File: src/rtl/fifo_pkg.sv
// Shared FIFO types: the read-mode enum and a helper that sizes the occupancy counter.
package fifo_pkg;

    typedef enum logic {
        FIFO_STD  = 1'b0,
        FIFO_FWFT = 1'b1
    } fifo_mode_e;

    // The counter must hold every value 0..depth inclusive, hence depth+1.
    function automatic int level_width(input int depth);
        return $clog2(depth + 1);
    endfunction

endpackage

File: src/rtl/fifo_mem.sv
// Storage array for param_fifo: one synchronous write port, one asynchronous read port.
module fifo_mem #(
    parameter int DATA_WIDTH = 8,
    parameter int DEPTH      = 16,
    parameter int AW         = $clog2(DEPTH)
) (
    input  logic                  clk,
    input  logic                  wr_en,
    input  logic [AW-1:0]         wr_addr,
    input  logic [DATA_WIDTH-1:0] wr_data,
    input  logic [AW-1:0]         rd_addr,
    output logic [DATA_WIDTH-1:0] rd_data
);

    logic [DATA_WIDTH-1:0] r_mem [DEPTH];

    // NOTE: the array has no reset; stale words are unreachable because the
    // pointers and level are cleared, and a reset here would block RAM mapping.
    always_ff @(posedge clk) begin
        if (wr_en) begin
            r_mem[wr_addr] <= wr_data;
        end
    end

    assign rd_data = r_mem[rd_addr];

endmodule

File: src/rtl/param_fifo.sv
// Synchronous FIFO with arbitrary depth, standard or first-word-fall-through read,
// level-based flags and sticky overflow/underflow indicators.
module param_fifo
    import fifo_pkg::*;
#(
    parameter int         DATA_WIDTH = 8,
    parameter int         DEPTH      = 16,
    parameter fifo_mode_e MODE       = FIFO_STD,
    parameter int         AF_THRESH  = DEPTH - 2,
    parameter int         AE_THRESH  = 1
) (
    input  logic                                clk,
    input  logic                                rst,
    input  logic                                flush,
    input  logic                                wr_en,
    input  logic [DATA_WIDTH-1:0]               wdata,
    input  logic                                rd_en,
    output logic [DATA_WIDTH-1:0]               rdata,
    output logic                                rd_valid,
    output logic                                full,
    output logic                                empty,
    output logic                                almost_full,
    output logic                                almost_empty,
    output logic [level_width(DEPTH)-1:0]       level,
    output logic                                overflow,
    output logic                                underflow
);

    localparam int PW = $clog2(DEPTH);
    localparam int LW = level_width(DEPTH);

    localparam logic [PW-1:0] LAST_PTR = PW'(DEPTH - 1);
    localparam logic [LW-1:0] FULL_LVL = LW'(DEPTH);
    localparam logic [LW-1:0] AF_LVL   = LW'(AF_THRESH);
    localparam logic [LW-1:0] AE_LVL   = LW'(AE_THRESH);

    if (DEPTH < 2 || AF_THRESH > DEPTH || AE_THRESH >= DEPTH) begin : g_bad_params
        $error("param_fifo: illegal DEPTH/AF_THRESH/AE_THRESH combination");
    end

    logic [PW-1:0]         r_wr_ptr;
    logic [PW-1:0]         r_rd_ptr;
    logic [LW-1:0]         r_level;
    logic                  r_overflow;
    logic                  r_underflow;
    logic                  w_empty;
    logic                  w_full;
    logic                  w_pop_ok;
    logic                  w_push_ok;
    logic                  w_mem_wr;
    logic [DATA_WIDTH-1:0] w_mem_rdata;

    assign w_empty   = (r_level == '0);
    assign w_full    = (r_level == FULL_LVL);
    assign w_pop_ok  = rd_en && !w_empty;
    assign w_push_ok = wr_en && (!w_full || w_pop_ok);
    // flush wins over a simultaneous push, and the array is left untouched.
    assign w_mem_wr  = w_push_ok && !flush;

    fifo_mem #(
        .DATA_WIDTH (DATA_WIDTH),
        .DEPTH      (DEPTH),
        .AW         (PW)
    ) u_mem (
        .clk     (clk),
        .wr_en   (w_mem_wr),
        .wr_addr (r_wr_ptr),
        .wr_data (wdata),
        .rd_addr (r_rd_ptr),
        .rd_data (w_mem_rdata)
    );

    // NOTE: sequential state uses non-blocking assignments so every register
    // samples the pre-edge values of its neighbours.
    always_ff @(posedge clk or posedge rst) begin
        if (rst) begin
            r_wr_ptr    <= '0;
            r_rd_ptr    <= '0;
            r_level     <= '0;
            r_overflow  <= 1'b0;
            r_underflow <= 1'b0;
        end else if (flush) begin
            r_wr_ptr    <= '0;
            r_rd_ptr    <= '0;
            r_level     <= '0;
            r_overflow  <= 1'b0;
            r_underflow <= 1'b0;
        end else begin
            if (w_push_ok) begin
                r_wr_ptr <= (r_wr_ptr == LAST_PTR) ? '0 : r_wr_ptr + PW'(1);
            end
            if (w_pop_ok) begin
                r_rd_ptr <= (r_rd_ptr == LAST_PTR) ? '0 : r_rd_ptr + PW'(1);
            end
            case ({w_push_ok, w_pop_ok})
                2'b10:   r_level <= r_level + LW'(1);
                2'b01:   r_level <= r_level - LW'(1);
                default: r_level <= r_level;
            endcase
            if (wr_en && !w_push_ok) begin
                r_overflow <= 1'b1;
            end
            if (rd_en && w_empty) begin
                r_underflow <= 1'b1;
            end
        end
    end

    if (MODE == FIFO_STD) begin : g_std
        logic [DATA_WIDTH-1:0] r_rdata;
        logic                  r_rd_valid;

        always_ff @(posedge clk or posedge rst) begin
            if (rst) begin
                r_rdata    <= '0;
                r_rd_valid <= 1'b0;
            end else begin
                r_rd_valid <= w_pop_ok && !flush;
                if (w_pop_ok && !flush) begin
                    r_rdata <= w_mem_rdata;
                end
            end
        end

        assign rdata    = r_rdata;
        assign rd_valid = r_rd_valid;
    end else begin : g_fwft
        // Head word is shown straight from the array; masked to zero while empty
        // so reset and flush leave a defined value on the bus.
        assign rdata    = w_empty ? '0 : w_mem_rdata;
        assign rd_valid = !w_empty;
    end

    assign full         = w_full;
    assign empty        = w_empty;
    assign almost_full  = (r_level >= AF_LVL);
    assign almost_empty = (r_level <= AE_LVL);
    assign level        = r_level;
    assign overflow     = r_overflow;
    assign underflow    = r_underflow;

endmodule
File: config.mk
export PLATFORM = sky130hd
export DESIGN_NAME = param_fifo
export DESIGN_NICKNAME = d
export VERILOG_FILES = /design/src/rtl/fifo_pkg.sv /design/src/rtl/fifo_mem.sv /design/src/rtl/param_fifo.sv
export SDC_FILE = /design/constraint.sdc
export NUM_CORES = 1
export LEC_CHECK = 0
export CAP_MARGIN = 40
export CORE_UTILIZATION = 30
export DETAILED_ROUTE_END_ITERATION = 8
export MAX_ROUTING_LAYER = met4
export PLACE_DENSITY = 0.49
export SETUP_SLACK_MARGIN = 0.1
export SYNTH_ARGS = -nofsm -noshare
export SYNTH_HDL_FRONTEND = slang
export SYNTH_SLANG_ARGS = --single-unit
File: constraint.sdc
create_clock -name clk -period 2.8 [get_ports clk]
set_input_delay 0.56 -clock clk [delete_from_list [all_inputs] [get_ports clk]]
set_output_delay 0.56 -clock clk [all_outputs]
set_load 0.03 [all_outputs]
==> images/util_map.png <==
Scale: 2 px per um. The die is cut into 15 by 15 equal tiles; dark blue is low, red is high, 0 to 100% covered.
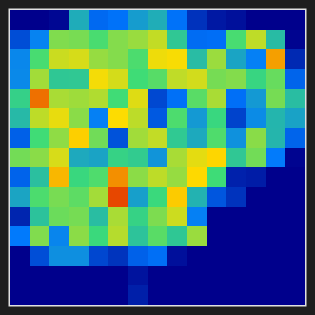
4.0% of the tiles are over 75% full. The mean over all tiles is 34%. The emptiest ninth of the die: bottom right. The fullest tile reaches 92%.
Initial Utilization: 31.0%
placeable core area: 20500 sq um
Finished Core Util: 37.9%

==> images/placed.png <==
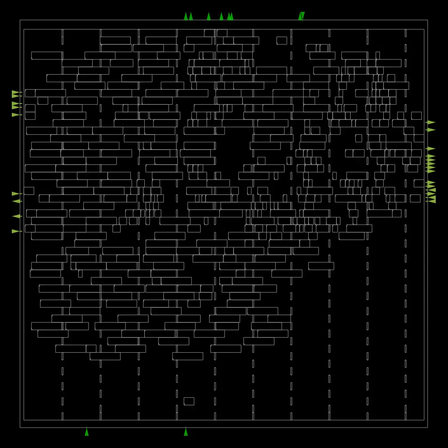
Non-Filler Instances: 717
# fillers: 1939
Seq area share: 57.2%
registers: 152

==> images/port_trees.png <==
Scale: 2 px per um.
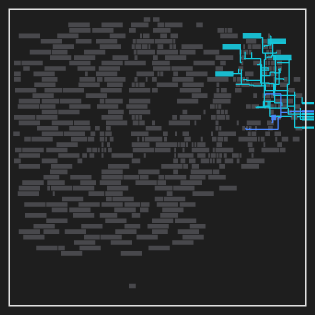
Key: cyan = `level` [direction output, end cells 5, buffers 7, wire 404 um]; blue = `empty` [direction output, end cells 1, buffers 2, wire 58.1 um]

==> images/sizing.png <==
Scale: 2 px per um.
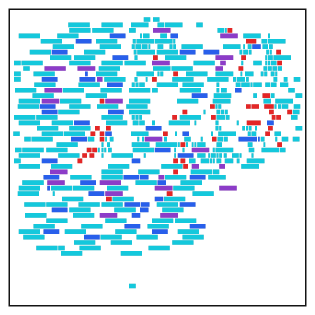
Key: red = x3 and x4 [cells 45, share 10%]; cyan = x1 and smaller [cells 328, share 73%]; blue = x2 [cells 49, share 11%]; purple = x6 and larger [cells 25, share 5.6%]

==> images/m1.png <==
Scale: 4 px per um. Supply wires on this layer in grey.
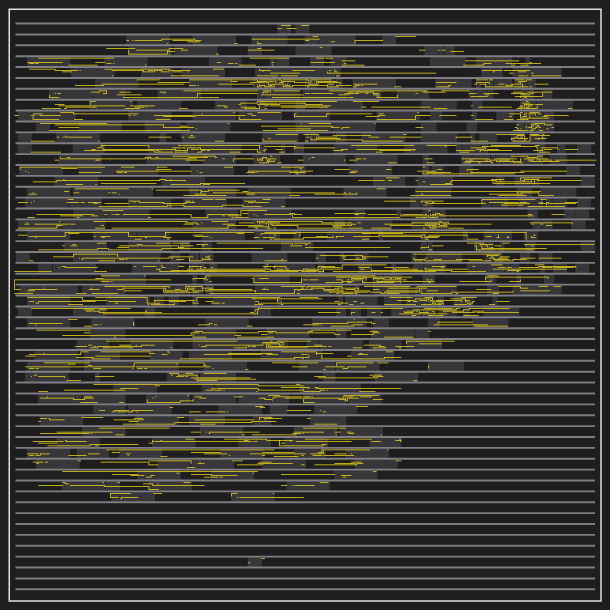
The longest straight run is 65.3 um. The layer carries 6720 um of wire.

[cells by family after synthesis]
| family | Yosys count |
|---|---|
| fa+ha+maj | 10 |
| xor+xnor | 2 |
| simple gates | 82 |
| buf+inv | 39 |
| compound gates | 47 |
| mux | 38 |
| flops | 152 |
[layer usage]
layer	GRT usage [%]	up-vias
met2	23.0	77
li1	-	1600
met3	4.51	8
met1	19.0	1808
met4	3.87	0
met5	-	-
[sequential cells by signal, indices dropped and copies added (netlist names)]
register,flops
u_mem.r_mem,128
rdata,8
level,5
r_rd_ptr,4
r_wr_ptr,4
overflow,1
rd_valid,1
underflow,1
[per-stage QoR]
step,TNS (ns),setup slack [ns],instances
after floorplan,-0.677,-0.0423,370
after global placement,0,0.143,685
after detailed placement,0,0.202,685
after CTS,0,0.150,717
after global routing,0,0.138,717
final,0,0.245,717
[worst register-to-register path, cell delays in order, from the launching register on]
cell and delay [ns]:
dfrtp_1 0.34, inv_1 0.08, ha_1 0.24, nand4bb_1 0.19, inv_2 0.10, a211oi_1 0.32
buf_4 0.19, nand2_1 0.11, nor3_1 0.24, buf_4 0.25
[worst max-delay path by stage]
stage                               startpoint                     endpoint  slack [ns]  cells after the start
final                     level[1]$_DFFE_PP0P_                        empty        0.25                      6
after floorplan           level[0]$_DFFE_PP0P_  u_mem.r_mem[1][0]$_DFFE_PP_       -0.04                      7
after global placement                   wr_en  u_mem.r_mem[2][5]$_DFFE_PP_        0.14                      7
after detailed placement                 wr_en  u_mem.r_mem[2][5]$_DFFE_PP_        0.20                      7
after CTS                 level[2]$_DFFE_PP0P_                 almost_empty        0.15                      3
after global routing      level[1]$_DFFE_PP0P_                        empty        0.14                      6
==> flow_summary.toml <==
# yosys + openroad results
[pwr]
combPwrFrac_pct = 28.0
p_sw_uw = 2200

[route]
firstDrtPassIters = 4
vias = 3493

[sta]
slew_violations = 0
skew_ns = 0.00817

[critical_path]
ff2ff_setup_slack_ns = 0.44
crit_path_start_kind = "flip-flop"
path_buffers = 4
cpMostUsedCell = "buf_4"

[synth]
synth-xor-area-share_pct = 0.276
syn_inst = 370
async_flop_share_pct = 15.8

[global_routing]
grt_pass1_wl_mm = 22.3

[finish]
buffer_area_share_pct = 7.39
drive_gt1_share_pct = 26.6
mostFrequentLayoutCell = "edfxtp_1"
combGateArea_sq_um = 1750
final_cell_area_sq_um = 7770

[status]
outcome = "completed"
